==> src/rtl/multi_cycle_control.sv <==
// Multi-cycle control unit for the MIPS-subset datapath: walks each instruction through
// IF/ID/EXE/MEM/WB, drives datapath strobes per state, traps illegal opcodes and counts retirements.
module multi_cycle_control #(
    parameter int OP_W     = 6,
    parameter int FUNC_W   = 6,
    parameter int MEM_WAIT = 1,
    parameter int CNT_W    = 32
) (
    input  logic              CLK,
    input  logic              Reset,
    input  logic [OP_W-1:0]   OP,
    input  logic [FUNC_W-1:0] func,
    input  logic              zero,
    input  logic              sign,
    input  logic              imem_ready,
    input  logic              dmem_ready,
    output logic              PCWre,
    output logic              IRWre,
    output logic              InsMemRW,
    output logic              ALUSrcA,
    output logic              ALUSrcB,
    output logic              DBDataSrc,
    output logic              WrRegDSrc,
    output logic              RegWre,
    output logic [1:0]        RegDst,
    output logic              ExtSel,
    output logic              mRD,
    output logic              mWR,
    output logic [2:0]        ALUOp,
    output logic [1:0]        PCSrc,
    output logic [3:0]        state,
    output logic              illegal_op,
    output logic              halted,
    output logic [CNT_W-1:0]  retired_cnt
);

    localparam logic [OP_W-1:0] OP_RTYPE = OP_W'(6'b000000);
    localparam logic [OP_W-1:0] OP_BLTZ  = OP_W'(6'b000001);
    localparam logic [OP_W-1:0] OP_J     = OP_W'(6'b000010);
    localparam logic [OP_W-1:0] OP_JAL   = OP_W'(6'b000011);
    localparam logic [OP_W-1:0] OP_BEQ   = OP_W'(6'b000100);
    localparam logic [OP_W-1:0] OP_BNE   = OP_W'(6'b000101);
    localparam logic [OP_W-1:0] OP_ADDIU = OP_W'(6'b001001);
    localparam logic [OP_W-1:0] OP_SLTI  = OP_W'(6'b001010);
    localparam logic [OP_W-1:0] OP_ANDI  = OP_W'(6'b001100);
    localparam logic [OP_W-1:0] OP_ORI   = OP_W'(6'b001101);
    localparam logic [OP_W-1:0] OP_LW    = OP_W'(6'b100011);
    localparam logic [OP_W-1:0] OP_SW    = OP_W'(6'b101011);
    localparam logic [OP_W-1:0] OP_HALT  = OP_W'(6'b111111);

    localparam logic [FUNC_W-1:0] FN_SLL = FUNC_W'(6'b000000);
    localparam logic [FUNC_W-1:0] FN_JR  = FUNC_W'(6'b001000);
    localparam logic [FUNC_W-1:0] FN_ADD = FUNC_W'(6'b100000);
    localparam logic [FUNC_W-1:0] FN_SUB = FUNC_W'(6'b100010);
    localparam logic [FUNC_W-1:0] FN_AND = FUNC_W'(6'b100100);
    localparam logic [FUNC_W-1:0] FN_OR  = FUNC_W'(6'b100101);
    localparam logic [FUNC_W-1:0] FN_SLT = FUNC_W'(6'b101010);

    localparam logic [2:0] ALU_ADD = 3'b000;
    localparam logic [2:0] ALU_SUB = 3'b001;
    localparam logic [2:0] ALU_SLL = 3'b010;
    localparam logic [2:0] ALU_OR  = 3'b011;
    localparam logic [2:0] ALU_AND = 3'b100;
    localparam logic [2:0] ALU_SLT = 3'b111;

    localparam logic [1:0] PC_SEQ    = 2'b00;
    localparam logic [1:0] PC_BRANCH = 2'b01;
    localparam logic [1:0] PC_JUMP   = 2'b10;
    localparam logic [1:0] PC_RS     = 2'b11;

    localparam logic [1:0] DST_RA = 2'b00;
    localparam logic [1:0] DST_RT = 2'b01;
    localparam logic [1:0] DST_RD = 2'b10;

    localparam bit WAIT_EN = (MEM_WAIT != 0);

    typedef enum logic [3:0] {
        ST_IF     = 4'd0,
        ST_ID     = 4'd1,
        ST_EXE_AL = 4'd2,
        ST_WB_AL  = 4'd3,
        ST_EXE_BR = 4'd4,
        ST_EXE_LS = 4'd5,
        ST_MEM    = 4'd6,
        ST_WB_LD  = 4'd7,
        ST_HALT   = 4'd8
    } stateT;

    typedef enum logic [3:0] {
        K_ALU, K_BRANCH, K_LOAD, K_STORE, K_J, K_JAL, K_JR, K_HALT, K_ILLEGAL
    } kindT;

    stateT      stateReg;
    stateT      nextState;
    kindT       kind;
    logic [2:0] aluOp;
    logic       useShamt;
    logic       useImm;
    logic       zeroExt;
    logic       brTaken;
    logic       rType;
    logic       imemOk;
    logic       dmemOk;

    // With wait states disabled the memories are assumed to answer in a single cycle.
    assign imemOk = !WAIT_EN || imem_ready;
    assign dmemOk = !WAIT_EN || dmem_ready;
    assign rType  = (OP == OP_RTYPE);
    assign state  = stateReg;

    // Instruction decode; IR is stable from ID until the next IF so this holds across states.
    always_comb begin
        kind     = K_ILLEGAL;
        aluOp    = ALU_ADD;
        useShamt = 1'b0;
        useImm   = 1'b0;
        zeroExt  = 1'b0;
        brTaken  = 1'b0;
        if (rType) begin
            kind = K_ALU;
            case (func)
                FN_ADD: aluOp = ALU_ADD;
                FN_SUB: aluOp = ALU_SUB;
                FN_AND: aluOp = ALU_AND;
                FN_OR:  aluOp = ALU_OR;
                FN_SLT: aluOp = ALU_SLT;
                FN_SLL: begin
                    aluOp    = ALU_SLL;
                    useShamt = 1'b1;
                end
                FN_JR:   kind = K_JR;
                default: kind = K_ILLEGAL;
            endcase
        end else begin
            case (OP)
                OP_ADDIU: begin
                    kind   = K_ALU;
                    useImm = 1'b1;
                    aluOp  = ALU_ADD;
                end
                OP_ANDI: begin
                    kind    = K_ALU;
                    useImm  = 1'b1;
                    zeroExt = 1'b1;
                    aluOp   = ALU_AND;
                end
                OP_ORI: begin
                    kind    = K_ALU;
                    useImm  = 1'b1;
                    zeroExt = 1'b1;
                    aluOp   = ALU_OR;
                end
                OP_SLTI: begin
                    kind   = K_ALU;
                    useImm = 1'b1;
                    aluOp  = ALU_SLT;
                end
                OP_BEQ: begin
                    kind    = K_BRANCH;
                    brTaken = zero;
                end
                OP_BNE: begin
                    kind    = K_BRANCH;
                    brTaken = !zero;
                end
                OP_BLTZ: begin
                    kind    = K_BRANCH;
                    brTaken = sign;
                end
                OP_LW:   kind = K_LOAD;
                OP_SW:   kind = K_STORE;
                OP_J:    kind = K_J;
                OP_JAL:  kind = K_JAL;
                OP_HALT: kind = K_HALT;
                default: kind = K_ILLEGAL;
            endcase
        end
    end

    // Next-state and strobe generation; anything not driven in a state stays 0.
    always_comb begin
        nextState  = stateReg;
        PCWre      = 1'b0;
        IRWre      = 1'b0;
        InsMemRW   = 1'b0;
        ALUSrcA    = 1'b0;
        ALUSrcB    = 1'b0;
        DBDataSrc  = 1'b0;
        WrRegDSrc  = 1'b0;
        RegWre     = 1'b0;
        RegDst     = DST_RA;
        ExtSel     = 1'b0;
        mRD        = 1'b0;
        mWR        = 1'b0;
        ALUOp      = ALU_ADD;
        PCSrc      = PC_SEQ;
        illegal_op = 1'b0;
        halted     = 1'b0;
        case (stateReg)
            ST_IF: begin
                InsMemRW = 1'b1;
                if (imemOk) begin
                    IRWre     = 1'b1;
                    nextState = ST_ID;
                end
            end
            ST_ID: begin
                case (kind)
                    K_J: begin
                        PCWre     = 1'b1;
                        PCSrc     = PC_JUMP;
                        nextState = ST_IF;
                    end
                    K_JAL: begin
                        PCWre     = 1'b1;
                        PCSrc     = PC_JUMP;
                        RegWre    = 1'b1;
                        RegDst    = DST_RA;
                        WrRegDSrc = 1'b0;
                        nextState = ST_IF;
                    end
                    K_JR: begin
                        PCWre     = 1'b1;
                        PCSrc     = PC_RS;
                        nextState = ST_IF;
                    end
                    K_HALT:            nextState = ST_HALT;
                    K_ALU:             nextState = ST_EXE_AL;
                    K_BRANCH:          nextState = ST_EXE_BR;
                    K_LOAD, K_STORE:   nextState = ST_EXE_LS;
                    default: begin
                        // Undecodable word is skipped like a nop so the program keeps running.
                        illegal_op = 1'b1;
                        PCWre      = 1'b1;
                        PCSrc      = PC_SEQ;
                        nextState  = ST_IF;
                    end
                endcase
            end
            ST_EXE_AL: begin
                ALUSrcA   = useShamt;
                ALUSrcB   = useImm;
                ExtSel    = !zeroExt;
                ALUOp     = aluOp;
                nextState = ST_WB_AL;
            end
            ST_WB_AL: begin
                ALUSrcA   = useShamt;
                ALUSrcB   = useImm;
                ExtSel    = !zeroExt;
                ALUOp     = aluOp;
                RegWre    = 1'b1;
                RegDst    = rType ? DST_RD : DST_RT;
                WrRegDSrc = 1'b1;
                PCWre     = 1'b1;
                PCSrc     = PC_SEQ;
                nextState = ST_IF;
            end
            ST_EXE_BR: begin
                ALUOp     = ALU_SUB;
                ExtSel    = 1'b1;
                PCWre     = 1'b1;
                PCSrc     = brTaken ? PC_BRANCH : PC_SEQ;
                nextState = ST_IF;
            end
            ST_EXE_LS: begin
                ALUSrcB   = 1'b1;
                ExtSel    = 1'b1;
                ALUOp     = ALU_ADD;
                nextState = ST_MEM;
            end
            ST_MEM: begin
                ALUSrcB = 1'b1;
                ExtSel  = 1'b1;
                ALUOp   = ALU_ADD;
                mRD     = (kind == K_LOAD);
                mWR     = (kind == K_STORE);
                if (dmemOk) begin
                    if (kind == K_LOAD) begin
                        nextState = ST_WB_LD;
                    end else begin
                        PCWre     = 1'b1;
                        PCSrc     = PC_SEQ;
                        nextState = ST_IF;
                    end
                end
            end
            ST_WB_LD: begin
                RegWre    = 1'b1;
                RegDst    = DST_RT;
                DBDataSrc = 1'b1;
                WrRegDSrc = 1'b1;
                PCWre     = 1'b1;
                PCSrc     = PC_SEQ;
                nextState = ST_IF;
            end
            ST_HALT: halted = 1'b1;
            default: nextState = ST_IF;
        endcase
    end

    // Every PCWre pulse marks exactly one retired instruction.
    always_ff @(posedge CLK) begin
        if (!Reset) begin
            stateReg    <= ST_IF;
            retired_cnt <= '0;
        end else begin
            stateReg <= nextState;
            if (PCWre) begin
                retired_cnt <= retired_cnt + CNT_W'(1);
            end
        end
    end

endmodule
==> config.mk <==
export PLATFORM = sky130hd
export DESIGN_NAME = multi_cycle_control
export DESIGN_NICKNAME = d
export VERILOG_FILES = /design/src/rtl/multi_cycle_control.sv
export SDC_FILE = /design/constraint.sdc
export NUM_CORES = 1
export LEC_CHECK = 0
export CORE_UTILIZATION = 48
export CTS_CLUSTER_DIAMETER = 40
export DETAILED_ROUTE_END_ITERATION = 10
export HOLD_SLACK_MARGIN = 0.05
export PLACE_DENSITY = 0.86
export REMOVE_ABC_BUFFERS = 1
export SETUP_SLACK_MARGIN = 0.2
export SYNTH_ARGS = -nofsm -noshare
export SYNTH_HDL_FRONTEND = slang
export SYNTH_SLANG_ARGS = --single-unit
==> constraint.sdc <==
create_clock -name CLK -period 3.3 [get_ports CLK]
set_input_delay 0.495 -clock CLK [delete_from_list [all_inputs] [get_ports CLK]]
set_output_delay 0.495 -clock CLK [all_outputs]
set_load 0.01 [all_outputs]
==> flow_metrics.py <==
# Synthesis and PnR figures
metrics = {
    "setup_path": {
        "required_ps": 2800,
        "critical_path.top_delay_family": "simple AND/OR/NAND/NOR gates",
        "slowest_stage": "or4_4",
        "critical_path.max_stage_delay_ps": 560,
        "cp_cell_sequence": "dlygate4sd2_1 > or4_4 > nor4_4 > o211ai_4 > a21oi_2 > buf_4 > nand4_1 > buf_4 > nor2_1 > clkbuf_2",
        "crit_start": "OP[4]",
        "worstSetupEndpointType": "primary output",
        "worstPathArrival_ps": 2730,
        "reg2reg_from": "state[0]$_SDFFE_PN0P_",
        "critPathMaxFanout": 2,
        "cp_common_cell": "buf_4",
        "critical_path_class": "input port to primary output",
        "crit_buf_inv": 4,
        "cp-start-kind": "input port",
    },
    "logic_synthesis": {
        "avgSynthCellArea_sq_um": 7.696,
        "netlist_top_cells_count": "a21oi_1, dfxtp_1, nor2_1, nand2_1, or3_1",
        "area_leaders": "dfxtp_1, a21oi_1, or3_1",
        "seq_area_frac_synth_pct": 28.81,
        "syn_inst": 325,
        "yosys_cells": 325,
        "yosys_warnings": 0,
        "ys_area_sq_um": 2501,
        "largest_area_cell": "dfxtp_1",
        "top_area_share_pct": 28.81,
        "ys.flop_type": "dfxtp_1",
        "synth_cell_type_count": 59,
        "edf_count": 0,
        "synth_flops": 36,
        "async_flop_share_pct": 0,
        "top_cell": "a21oi_1",
        "netlist_area_sq_um": 2501,
    },
    "worst_hold_path": {
        "hold_start": "retired_cnt[21]$_SDFFE_PN0P_",
        "min_path_type": "flop to flop",
    },
    "grt": {
        "overflow": 0,
        "grt_pass1_vias": 2549,
        "antenna_found_initial": 0,
        "grt_start_max_net_pins": 33,
        "grt_pass1_wl_mm": 11.86,
    },
    "floorplanning": {
        "die-height_um": 74.19,
        "core_area_sq_um": 4880,
        "die_w_um": 74.19,
        "initCoreUtil_pct": 51.26,
        "row_count": 25,
        "chipArea_sq_um": 5503,
    },
    "clock_network": {
        "clk_path_buf_depth": 2,
        "clock_sinks": 36,
        "cts_tree": "done",
        "clkSlewWorstSetupHoldPaths_ps": 70,
        "cts_max_level": 2,
        "clkLatencyLatePin_ps": 300,
        "holdBufCountCts": 0,
        "root_buffer": "clkbuf_8",
        "cts_buffers": 5,
    },
    "final_timing": {
        "timing.slew.headroom_pct": 65.48,
        "fin_crit_sh_pct": 97.74,
        "rsz0062_at_grt": "yes",
        "clock.fmax_mhz": 310.1,
        "finClkSkew_ps": 4.558,
        "finalWorstPathRequiredPeriod_ps": 3225,
        "setup_viol": 0,
        "fin_hold_ws_ps": 510.6,
        "report.final.hold_viol_count": 0,
        "slew_violations": 0,
        "worst_slew_pin_slew_ps": 517.1,
        "fin_ws_ps": 74.74,
        "setup_tns_ps": 0,
    },
    "layout": {
        "drive_gt1_share_pct": 19.59,
        "lay_top_cells": "clkdlybuf4s50_1, buf_4, a21oi_1",
        "area_growth_pct": 50.08,
        "num_antenna_cells": 0,
        "finish.instance_area_sq_um": 3754,
        "fin_nets": 458,
    },
    "placed_design": {
        "dp_hpwl_mm": 5.451,
        "dpl-instance-area_sq_um": 3550,
        "pre_cts_ws_ps": -194.8,
        "dp.cells": 489,
        "gp_congestion": 0.8810,
    },
    "pwr": {
        "power.leakage_nw": 1.400,
        "vdd_drop_max_mv": 0.2304,
        "total_power_mw": 1.021,
        "power_density_nw_per_um2": 272.1,
    },
    "detailed_routing": {
        "drt_iter0_markers": 216,
        "drtPass1Iterations": 7,
        "drc": 0,
        "antenna_left": 0,
        "vias_per_cell": 5.925,
    },
    "run": {
        "warning_count": 27,
        "timing.max_cap.violations": 0,
    },
    "status": {
        "status": "finished clean",
    },
}
## final timing paths
kind / slack (ps) / cells after the start / endpoint
hold / removal: 510 / 2 / retired_cnt[21]$_SDFFE_PN0P_
setup / recovery: 70 / 10 / mRD
hold reg to reg: 510 / 2 / retired_cnt[21]$_SDFFE_PN0P_
setup reg to reg: 580 / 9 / retired_cnt[24]$_SDFFE_PN0P_
## per-layer routing
layer  share of wire, %  global-route usage (%)  routed length, um  vias up
met5                  0                       0                  0        -
met2                 49                   47.27               3850      100
met4                2.4                   9.829                187        0
met1                 43                   36.02               3392     1418
li1                   -                       -                  -     1456
met3                6.1                   4.472                484       24
## report_power, final
| group | internal [mW] | switching (mW) |
|---|---|---|
| combinational | 0.117 | 0.106 |
| clock | 0.186 | 0.157 |
| sequential | 0.442 | 0.0141 |
| total | 0.745 | 0.277 |
## sequential cells by signal (all words and copies together) (netlist names)
register,cells
retired_cnt,32
state,4
## layout make-up
cell class | instances | area (sq um)
Multi-Input combinational cell | 258 | 1664
Inverter | 13 | 48.80
Tap cell | 67 | 83.83
Fill cell | 357 | 1126
Clock buffer | 7 | 96.34
Sequential cell | 36 | 720.7
Timing Repair Buffer | 125 | 1140
## repair_timing
| item | in CTS | in global routing |
|---|---|---|
| pin swaps | 7 | 7 |
| resized | 23 | 25 |
| buffers inserted | 6 | 4 |
| setup endpoints to repair | 11 | 8 |
| hold endpoints to repair | 0 | 0 |
## kinds of logic after synthesis
logic type,count (synthesis),share of synthesized area (%)
AND/OR/NAND/NOR,149,34.57
buffers and inverters,31,6.203
adder cells (fa/ha/maj),1,0.5002
XOR/XNOR,7,2.451
AND-OR/OR-AND,100,27.06
multiplexers,1,0.4002
flip-flops,36,28.81
### Clock routing

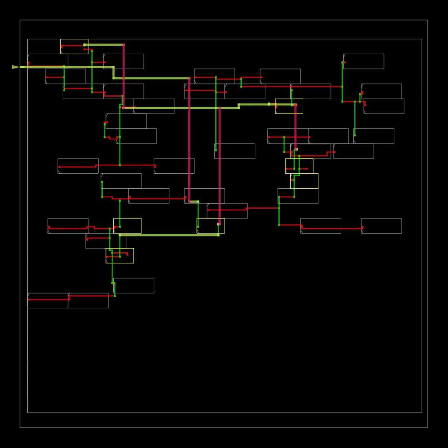
Layout clock buffers: 7
FFs & Latches: 36

### Signal wires by layer

(4 px per um)
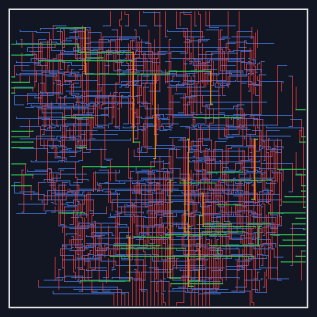
Key: metal 2 = red [wire length 3,850 um]; metal 4 = orange [wire length 188 um]; metal 1 = blue [wire length 3,390 um]; metal 3 = green [wire length 484 um]
via count: 2,998
wirelength, routed: 7.915 mm
All-Layer GR Usage: 27.95%
WL/cell: 15.64 um

### I/O nets highlighted

(6 px per um)
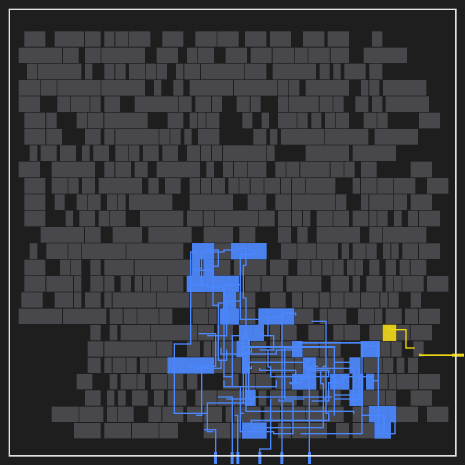
Key: RegWre = yellow [bits 1, direction output, end cells 1, buffers 1, wire 13.2 um]; OP = blue [bits 6, direction input, end cells 30, buffers 18, wire 667 um]
Buffers on Ports: 73
# IOs: 74

### Where the registers sit

(4 px per um) Other cells in gray.
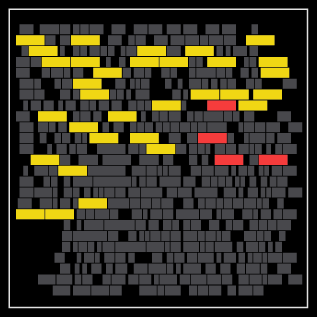
Key: retired_cnt = yellow [sequential cells 32]; state = red [sequential cells 4, where middle right]
fraction of area in registers: 19.20%
Final Util: 76.92%
Flop area: 720.7 sq um
P_seq: 0.456 mW

### Selected gate families

(4 px per um)
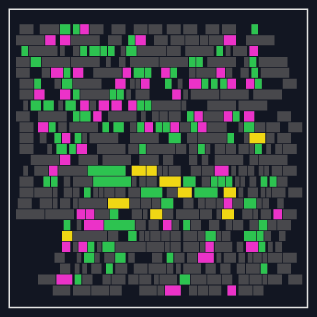
Key: AND-OR and OR-AND gates = yellow [cells 10, where center]; AND and OR gates = magenta [cells 50]; inverting AOI/OAI gates = green [cells 90, where all over the die]
Commonest Layout Cell: clkdlybuf4s50_1
combinational share of cell area: 44.33%
Finished Layout Cells: 506

Power is estimated from default activity; no workload was simulated.
